<file path="config.mk">
export PLATFORM = sky130hd
export DESIGN_NAME = io_gpio_regs
export DESIGN_NICKNAME = d
export VERILOG_FILES = /design/src/rtl/io_gpio_regs.sv
export SDC_FILE = /design/constraint.sdc
export NUM_CORES = 2
export LEC_CHECK = 0
export CORE_MARGIN = 2
export CORE_UTILIZATION = 47
export CTS_BUF_LIST = sky130_fd_sc_hd__clkbuf_4 sky130_fd_sc_hd__clkbuf_8
export DETAILED_ROUTE_END_ITERATION = 7
export MAX_ROUTING_LAYER = met4
export PLACE_DENSITY = 0.69
export SETUP_SLACK_MARGIN = 0.4
export SYNTH_ARGS = -nofsm -noshare
export SYNTH_HDL_FRONTEND = slang
export SYNTH_SLANG_ARGS = --single-unit
</file>
<file path="constraint.sdc">
create_clock -name clk -period 45.9 [get_ports clk]
set_input_delay 13.77 -clock clk [delete_from_list [all_inputs] [get_ports clk]]
set_output_delay 13.77 -clock clk [all_outputs]
set_load 0.02 [all_outputs]
</file>
<file path="src/rtl/io_gpio_regs.sv">
// Memory-mapped GPIO register block for the MIPS data bus: per-port output latch,
// synchronised input, and rising-edge interrupt pending/enable, with registered reads.
module io_gpio_regs #(
    parameter int                ADDR_W      = 32,
    parameter int                N_PORTS     = 4,
    parameter logic [ADDR_W-1:0] BASE_ADDR   = 'h400,
    parameter int                SYNC_STAGES = 2
) (
    input  logic                   clk,
    input  logic                   rst,
    input  logic                   ce,
    input  logic                   we,
    input  logic [3:0]             be,
    input  logic [ADDR_W-1:0]      addr,
    input  logic [31:0]            wtData,
    output logic [31:0]            rdData,
    output logic                   rdValid,
    output logic                   busErr,
    input  logic [N_PORTS*32-1:0]  gpio_in,
    output logic [N_PORTS*32-1:0]  gpio_out,
    output logic                   irq
);

    localparam int             PW        = ADDR_W - 4;
    localparam logic [PW-1:0]  N_PORTS_P = PW'(N_PORTS);

    // Bus handshake: every cycle with ce=1 is an accepted request (there is no
    // back-pressure); its response strobe (rdValid and/or busErr) follows exactly one cycle later.

    logic [ADDR_W-1:0]                 off;
    logic [PW-1:0]                     port_sel;
    logic [1:0]                        reg_sel;
    logic                              bad;
    logic                              wr_good;
    logic                              rd_good;
    logic [31:0]                       wmask;
    logic [31:0]                       rd_word;

    logic [SYNC_STAGES-1:0][N_PORTS*32-1:0] sync_q;
    logic [N_PORTS-1:0][31:0]          in_w;
    logic [N_PORTS-1:0][31:0]          prev_q;
    logic [N_PORTS-1:0][31:0]          edge_w;
    logic [N_PORTS-1:0][31:0]          clr_w;
    logic [N_PORTS-1:0][31:0]          out_q, out_d;
    logic [N_PORTS-1:0][31:0]          en_q, en_d;
    logic [N_PORTS-1:0][31:0]          pend_q, pend_d;

    logic [31:0]                       rd_data_q;
    logic                              rd_valid_q;
    logic                              bus_err_q;
    logic                              irq_q;

    assign off      = addr - BASE_ADDR;
    assign port_sel = off[ADDR_W-1:4];
    assign reg_sel  = off[3:2];
    // BASE_ADDR is 16-byte aligned, so off[1:0] equals addr[1:0].
    assign bad      = (addr < BASE_ADDR) || (port_sel >= N_PORTS_P) || (off[1:0] != 2'b00);
    assign wr_good  = ce && we && !bad;
    assign rd_good  = ce && !we && !bad;
    assign wmask    = {{8{be[3]}}, {8{be[2]}}, {8{be[1]}}, {8{be[0]}}};

    assign in_w     = sync_q[SYNC_STAGES-1];
    assign edge_w   = in_w & ~prev_q;

    always_comb begin
        out_d   = out_q;
        en_d    = en_q;
        clr_w   = '0;
        pend_d  = pend_q;
        rd_word = '0;
        for (int p = 0; p < N_PORTS; p++) begin
            if (port_sel == PW'(p)) begin
                if (wr_good) begin
                    case (reg_sel)
                        2'd0:    out_d[p] = (out_q[p] & ~wmask) | (wtData & wmask);
                        2'd2:    en_d[p]  = (en_q[p] & ~wmask) | (wtData & wmask);
                        2'd3:    clr_w[p] = wtData & wmask;
                        default: ;
                    endcase
                end
                case (reg_sel)
                    2'd0:    rd_word = out_q[p];
                    2'd1:    rd_word = in_w[p];
                    2'd2:    rd_word = en_q[p];
                    default: rd_word = pend_q[p];
                endcase
            end
            // A new edge wins over a same-cycle clear of that bit.
            pend_d[p] = (pend_q[p] & ~clr_w[p]) | edge_w[p];
        end
    end

    always_ff @(posedge clk or posedge rst) begin
        if (rst) begin
            sync_q     <= '0;
            prev_q     <= '0;
            out_q      <= '0;
            en_q       <= '0;
            pend_q     <= '0;
            rd_data_q  <= '0;
            rd_valid_q <= 1'b0;
            bus_err_q  <= 1'b0;
            irq_q      <= 1'b0;
        end else begin
            sync_q     <= {sync_q[SYNC_STAGES-2:0], gpio_in};
            prev_q     <= in_w;
            out_q      <= out_d;
            en_q       <= en_d;
            pend_q     <= pend_d;
            rd_valid_q <= ce && !we;
            bus_err_q  <= ce && bad;
            irq_q      <= |(pend_q & en_q);
            if (rd_good) begin
                rd_data_q <= rd_word;
            end else if (ce && bad) begin
                rd_data_q <= '0;
            end
        end
    end

    assign rdData   = rd_data_q;
    assign rdValid  = rd_valid_q;
    assign busErr   = bus_err_q;
    assign irq      = irq_q;
    assign gpio_out = out_q;

endmodule

</file>
==> images/layers.png <==
Scale: 1.5 px per um.
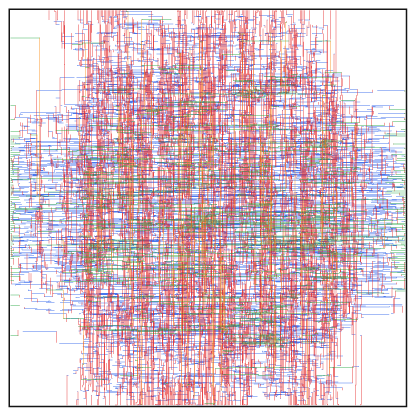
Key: M2 = red [wire length 49.2 mm]; M3 = green [wire length 10400 um]; M1 = blue [wire length 41.4 mm]; M4 = orange [wire length 5080 um]

==> images/m2.png <==
Scale: 1 px per um.
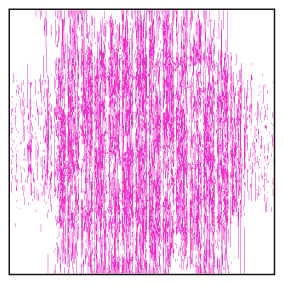
The wires run mostly vertical. The longest straight run is 117 um. The layer holds 46% of the routed length. 2480 nets have wire on it. The layer carries 49.2 mm of wire.

==> images/clock_nets.png <==
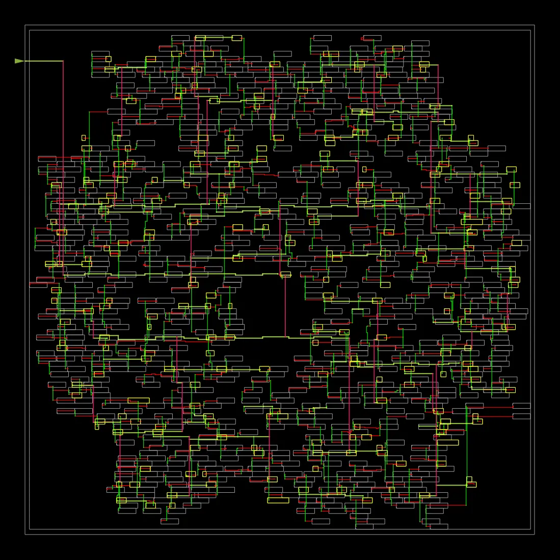
clock buf count: 204
Num CTS Buffers: 135
Late-Pin Clk Latency: 0.84 ns
Flop Count: 803

==> changes_impl.md <==
### Implementation results

- Outcome: complete, no violations
- VDD IR-drop max: 21.9 uV
- Routed WL per cell: 29.8 um
- DRC Markers: 0
- Vias: 22000
- Skew final: 0.0480 ns
- Register area share after synthesis: 63.3%
- Buffers added on ports: 362
- PnR worst setup slack: 28.66 ns
- Inst Count DP: 3317
- Drt total wl: 106000 um
- Endpoints failing hold: 0
- Critical path depth: 5
- Fmax: 58.0 MHz
- Top power group: sequential cells
- Post-synthesis cell area: 31700 um^2
- Met3 WL: 10400 um
- Final setup TNS: 0 ns
- Worst Path Required: 46.64 ns
- Htree depth: 4
- Aoi share: 8.67%
- Initial antenna violation count: 9
- #FFs+latches synth: 803
- Tap Cells: 873
- Power Clock: 0.679 mW
- Switching share of power: 23.6%
- Met2 wire len: 49200 um
- Count leader, synth: dfrtp_1
- Ant. Diodes: 11
- Mean post-synth cell area: 14.5 um^2
- Flip-flops with a built-in enable: 0
- Setup repair after global routing missed its margin: false
- Clock share of power: 45.4%
- Met1 WL: 41400 um
- Min Hold Slack: 0.311 ns
- Post-Syn Instances: 2193
- Seq/total area: 51.5%
- Area of the core: 67000 um^2
- Drt pass-1 iters: 5
- Post-synth top cells: dfrtp_1, mux2_2, o21ai_0
- Top cells excl fill/tap: dfrtp_1, clkdlybuf4s50_1, mux2_2
- Hold endpoint: in_w[90]
- WS Path Type: primary input to asynchronous set/reset pin
- Pwr Density: 38.3 nW/um^2
- Min-delay worst type: flip-flop to flip-flop
- Crit-path leading delay family: buffers and inverters
- Pwr Total: 1.49 mW
- XORs/XNORs by Area: 0.0276%
- Portion of the layout cell area used by clock cells: 7.38%
- Internal: 1.14 mW
Power and IR drop assume default switching activity.
